Fig. 1: cells by drive strength
Drawn at 4 px/um.
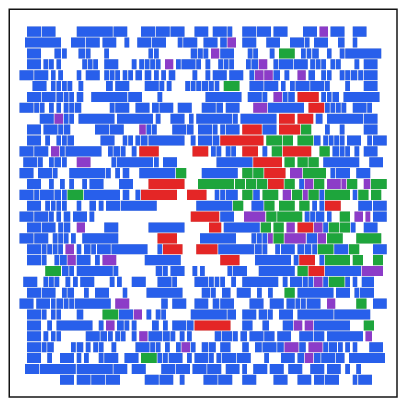
Fig. 2: routed metal, one color a layer
Drawn at 4 px/um. Only two layers are drawn.
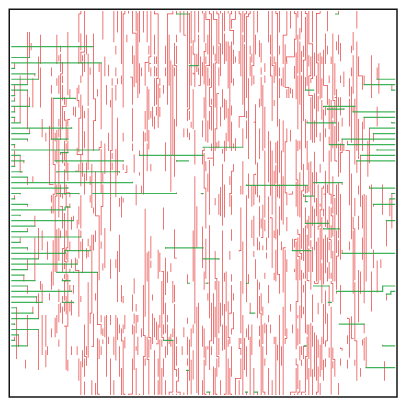
**src/rtl/wb_group_scheduler.sv**
```systemverilog
// Writeback group scheduler: shares one register-file write port among units.
// Optional snoop stage enabled by defining WB_GROUP_SCHEDULER_SNOOP_EN.
module wb_group_scheduler #(
    parameter int NUM_UNITS  = 4,
    parameter int ID_WIDTH   = 3,
    parameter int DATA_WIDTH = 32,
    parameter int MAX_WAIT   = 3,
    localparam int SEL_W     = (NUM_UNITS > 1) ? $clog2(NUM_UNITS) : 1,
    localparam int CNT_W     = $clog2(MAX_WAIT + 1)
) (
    input  logic                            clk,
    input  logic                            rst,
    input  logic [NUM_UNITS-1:0]            unit_done,
    input  logic [NUM_UNITS*ID_WIDTH-1:0]   unit_id,
    input  logic [NUM_UNITS*DATA_WIDTH-1:0] unit_rd,
    output logic [NUM_UNITS-1:0]            unit_ack,
    input  logic                            wb_stall,
    output logic                            wb_valid,
    output logic [ID_WIDTH-1:0]             wb_id,
    output logic [DATA_WIDTH-1:0]           wb_data,
    output logic [SEL_W-1:0]                wb_unit_sel,
    output logic                            starve_event
`ifdef WB_GROUP_SCHEDULER_SNOOP_EN
    ,
    output logic                            wb_snoop_valid,
    output logic [ID_WIDTH-1:0]             wb_snoop_id,
    output logic [DATA_WIDTH-1:0]           wb_snoop_data
`endif
);

    localparam logic [CNT_W-1:0] CNT_MAX = CNT_W'(MAX_WAIT);

    logic [NUM_UNITS-1:0]  w_req;
    logic [NUM_UNITS-1:0]  w_promo;
    logic [NUM_UNITS-1:0]  w_ack;
    logic                  w_any_req;
    logic                  w_any_promo;
    logic [SEL_W-1:0]      w_grant;
    logic [ID_WIDTH-1:0]   w_sel_id;
    logic [DATA_WIDTH-1:0] w_sel_data;

    logic [CNT_W-1:0]      r_cnt [NUM_UNITS];
    logic                  r_valid;
    logic [ID_WIDTH-1:0]   r_id;
    logic [DATA_WIDTH-1:0] r_data;
    logic [SEL_W-1:0]      r_sel;
    logic                  r_starve;

    // Stall masks every request; a saturated waiter becomes promoted.
    always_comb begin
        w_req   = wb_stall ? '0 : unit_done;
        w_promo = '0;
        for (int i = 0; i < NUM_UNITS; i++) begin
            w_promo[i] = w_req[i] && (r_cnt[i] == CNT_MAX);
        end
    end

    // Lowest promoted index wins; otherwise lowest requesting index.
    always_comb begin
        w_grant     = '0;
        w_any_req   = |w_req;
        w_any_promo = |w_promo;
        for (int i = NUM_UNITS - 1; i >= 0; i--) begin
            if (w_any_promo ? w_promo[i] : w_req[i]) begin
                w_grant = SEL_W'(i);
            end
        end
    end

    // One-hot ack, held low during reset; mux the winner's id/data.
    always_comb begin
        w_ack      = '0;
        w_sel_id   = '0;
        w_sel_data = '0;
        for (int i = 0; i < NUM_UNITS; i++) begin
            w_ack[i] = rst && w_any_req && (w_grant == SEL_W'(i));
            if (w_ack[i]) begin
                w_sel_id   = unit_id[i*ID_WIDTH +: ID_WIDTH];
                w_sel_data = unit_rd[i*DATA_WIDTH +: DATA_WIDTH];
            end
        end
    end

    assign unit_ack = w_ack;

    // Age counters: count waiting cycles (stalls included), clear on ack or idle.
    always_ff @(posedge clk or negedge rst) begin
        if (!rst) begin
            for (int i = 0; i < NUM_UNITS; i++) begin
                r_cnt[i] <= '0;
            end
        end else begin
            for (int i = 0; i < NUM_UNITS; i++) begin
                if (unit_done[i] && !w_ack[i]) begin
                    if (r_cnt[i] != CNT_MAX) begin
                        r_cnt[i] <= r_cnt[i] + CNT_W'(1);
                    end
                end else begin
                    r_cnt[i] <= '0;
                end
            end
        end
    end

    // Writeback packet register; payload holds when nothing is granted.
    always_ff @(posedge clk or negedge rst) begin
        if (!rst) begin
            r_valid  <= 1'b0;
            r_id     <= '0;
            r_data   <= '0;
            r_sel    <= '0;
            r_starve <= 1'b0;
        end else if (|w_ack) begin
            r_valid  <= 1'b1;
            r_id     <= w_sel_id;
            r_data   <= w_sel_data;
            r_sel    <= w_grant;
            r_starve <= w_any_promo;
        end else begin
            r_valid  <= 1'b0;
            r_starve <= 1'b0;
        end
    end

    assign wb_valid     = r_valid;
    assign wb_id        = r_id;
    assign wb_data      = r_data;
    assign wb_unit_sel  = r_sel;
    assign starve_event = r_starve;

`ifdef WB_GROUP_SCHEDULER_SNOOP_EN
    logic                  r_snp_valid;
    logic [ID_WIDTH-1:0]   r_snp_id;
    logic [DATA_WIDTH-1:0] r_snp_data;

    // Writeback delayed one more cycle for load/store forwarding.
    always_ff @(posedge clk or negedge rst) begin
        if (!rst) begin
            r_snp_valid <= 1'b0;
            r_snp_id    <= '0;
            r_snp_data  <= '0;
        end else begin
            r_snp_valid <= r_valid;
            r_snp_id    <= r_id;
            r_snp_data  <= r_data;
        end
    end

    assign wb_snoop_valid = r_snp_valid;
    assign wb_snoop_id    = r_snp_id;
    assign wb_snoop_data  = r_snp_data;
`endif

endmodule

```
**config.mk**
```make
export PLATFORM = sky130hd
export DESIGN_NAME = wb_group_scheduler
export DESIGN_NICKNAME = d
export VERILOG_FILES = /design/src/rtl/wb_group_scheduler.sv
export SDC_FILE = /design/constraint.sdc
export NUM_CORES = 1
export LEC_CHECK = 0
export ABC_AREA = 1
export CORE_MARGIN = 2
export CORE_UTILIZATION = 39
export DETAILED_ROUTE_END_ITERATION = 7
export PLACE_DENSITY_LB_ADDON = 0.05
export SYNTH_ARGS = -nofsm -noshare
export SYNTH_HDL_FRONTEND = slang
export SYNTH_SLANG_ARGS = --single-unit
```
**constraint.sdc**
```tcl
create_clock -name clk -period 2.3 [get_ports clk]
set_clock_uncertainty 0.05 [all_clocks]
set_input_delay 0.23 -clock clk [delete_from_list [all_inputs] [get_ports clk]]
set_output_delay 0.23 -clock clk [all_outputs]
set_load 0.005 [all_outputs]
```
==> impl_metrics.json <==
{
  "outcome": "finished clean",
  "p_leak_uw": 0.00309,
  "yosys_area_um2": 3340,
  "crit_fanout": 3,
  "hold_path_class": "in -> async",
  "syn_area_um2": 3340,
  "synth.top_cell.area_share_pct": 35.2,
  "syn_avg_cell_area_um2": 6.51,
  "slew_headroom_pct": 58.4,
  "compound_area_share_pct": 3.18,
  "synthMuxAreaShare_pct": 0.899,
  "dominant_cells": "non-clock buffers",
  "clock_path_buffers": 2,
  "xor_share_pct": 1.05,
  "taps": 105,
  "placed_area_um2": 5440,
  "cts_tree": "yes",
  "drive_gt1_share_pct": 18.0,
  "timing.final.crit_share_pct": 99.2,
  "hold_viol": 0,
  "buffers": 242,
  "syn_nets": 664,
  "regArea_um2": 1180,
  "arrival_ps": 2000,
  "yosysMostFrequentCell": "nand2_1",
  "antenna_cells": 0,
  "detail-route-antenna-nets": 0,
  "start_kind": "register",
  "core_area_um2": 8260,
  "worstPathRequired_ps": 2020,
  "gr-max-usage-layer": "met2",
  "fp_util_pct": 40.4,
  "grt_pass1_vias": 3884,
  "fmax_ghz": 0.438,
  "n_fill_cell": 662,
  "seq_share_pct": 19.4,
  "clkSinkCount": 47,
  "fin_nets": 889,
  "fp.dieArea_um2": 9320,
  "final-clk-cell-share_pct": 1.94,
  "postLayoutCellArea_um2": 6050,
  "root_buffer": "clkbuf_8",
  "tightest_slew_ps": 624,
  "met2_wirelength_mm": 6.27,
  "dp_hpwl_mm": 8.53,
  "area_growth_pct": 81.2,
  "cpMaxStageDelayCell": "dfrtp_1",
  "critPathTopFamily": "simple AND/OR/NAND/NOR gates",
  "ioPinCount": 190,
  "synth_area_leader_cell": "dfrtp_1",
  "comb_share_pct": 32.5,
  "ir_worst_vdd_mv": 0.322,
  "cpPeakStageDelay_ps": 390,
  "nFlopsAndLatches": 47,
  "globalplace.congestion": 0.897,
  "highest_layer": "met4",
  "synthTopLogicFamily": "simple AND/OR/NAND/NOR gates",
  "dr_wl_met3_um": 728,
  "path_clk_slew_ps": 90,
  "cp-end-kind": "output port",
  "synth_flop_count": 47,
  "drc": 0,
  "setup_violations": 0,
  "grt_util_met3_pct": 6.13,
  "drt_iter0_drc": 140,
  "grt_pass1_wl_mm": 17.9,
  "layoutNonFillerInstCount": 844,
  "cts-htree-levels": 2,
  "p_per_area_nw_per_um2": 536,
  "nClkBuffers": 6,
  "min_period_ps": 2280,
  "yosys_most_used_dff": "dfrtp_1",
  "die_y_um": 96.5,
  "ys.warnings.count": 0,
  "ys_types": 27,
  "bufAreaShareNonClock_pct": 39.7,
  "use_met2_pct": 45.0,
  "grt_usage_pct": 24.6,
  "cap_violations": 0,
  "rows": 33,
  "simple_gate_share_pct": 45.0,
  "logic_gates": 375,
  "async_flop_share_pct": 100,
  "worstSkewPairLatency_ps": 300,
  "place_inst": 817,
  "cp_common_cell": "nor2_4",
  "synthCells": 513,
  "ys_seq_share_pct": 35.2,
  "edf_count": 0,
  "grt_overflow": 0,
  "drtPass1Iterations": 4,
  "die_width_um": 96.5,
  "slew_violations": 0,
  "port_buffers": 189,
  "viasPerCell": 4.78,
  "wl_met1_mm": 4.51,
  "warnings": 27,
  "synth_stat.cells": 513,
  "worstPathCellList": "ha_2 > nand3_4 > nand2_4 > nor2_4 > buf_4 > nand2_2 > nand2_4 > nor2_4 > nand3_4 > nor2_4 > buf_6",
  "cts_inserted_buffers": 5,
  "antenna_found_initial": 0,
  "cp_num_buf_inv": 2,
  "path_class": "reg -> out",
  "ys_top_cells_by_count": "248 x nand2_1, 72 x nand3_1, 64 x inv_1",
  "topCellsByArea": "dfrtp_1 35%, nand2_1 28%, nand3_1 11%, inv_1 7.2%, buf_6 3.7%",
  "hold_ws_ps": 11.4,
  "grt_setup_unrepaired": "true",
  "grt_max_degree": 48,
  "use_met1_pct": 27.4,
  "inv_count": 67,
  "logic_area_um2": 1960,
  "synth-adder-area-share_pct": 1.50
}
Back to the opening pictures, Fig. 1:
[drive 1 or less] blue | cells: 606 | share: 82%
[drive 6 and up] red | cells: 28 | share: 3.8%
[drive 2] purple | cells: 47 | share: 6.4%
[drive 3 to 4] green | cells: 58 | share: 7.8%

Back to the opening pictures, Fig. 2:
[met3] green | wire length: 729 um
[met2] red | wire length: 6270 um
final WL: 11.9 mm
via count: 4034
WL/cell: 14.0 um

-- sequential cells by signal (all words and copies together) (netlist names) --
name	flops
wb_valid	1
starve_event	1
wb_data	32
wb_id	3
wb_unit_sel	2
r_cnt	8
-- timing repair --
action                                  4_1_cts  5_1_grt
endpoints found under the setup margin       11       40
gates resized                                34       69
pin swaps                                    14       41
gates cloned                                  0        3
hold buffers                                  0        0
setup buffers                                12        4
-- metrics by stage --
step           TNS [ps]  total power (uW)  util, %  setup WS (ps)
2_1_floorplan         0              1660        -            251
3_3_place_gp      -1540              2410     65.8           -130
3_5_place_dp      -4530              2440     65.8           -203
4_1_cts               0              3150     69.2           25.5
5_1_grt           -1050              3450     73.3          -66.0
6_report              0              3240     73.3           17.3
-- worst reg2reg max path: cells and delay by family (launching register included) --
family | cells | cell delay, ps
DFF | 1 | 390
buffers and inverters | 3 | 430
and+or+nand+nor | 13 | 1020
adders and majority gates | 1 | 230
-- power by group --
| group | internal, uW | switching, uW |
|---|---|---|
| sequential | 1020 | 109 |
| clock | 352 | 286 |
| combinational | 863 | 615 |
-- path summary, 6_finish.rpt --
check,to,startpoint,slack (ps),cells after the start
worst max-delay path,unit_ack[2],r_cnt[1],20,11
min in group clk,wb_data[11],wb_data[11],430,2
worst min-delay path,wb_data[21],rst,10,2
worst min register to register,wb_data[11],wb_data[11],430,2
worst max register to register,wb_data[18],r_cnt[1],60,17
max in group asynchronous,wb_data[9],rst,1760,2
-- layout by cell type (no fill, tap or decap), types with 6 or more instances in the layout --
cell type,count
buf_4,38
inv_1,62
dfrtp_1,47
buf_6,10
nand2_4,11
nand3_2,7
nand2_2,29
o21bai_1,8
clkdlybuf4s50_1,184
nand2_1,213
nor2_1,8
clkbuf_8,6
or2_0,7
nand3_1,64
Power figures rest on the tool's default switching activity, not on a simulated workload.
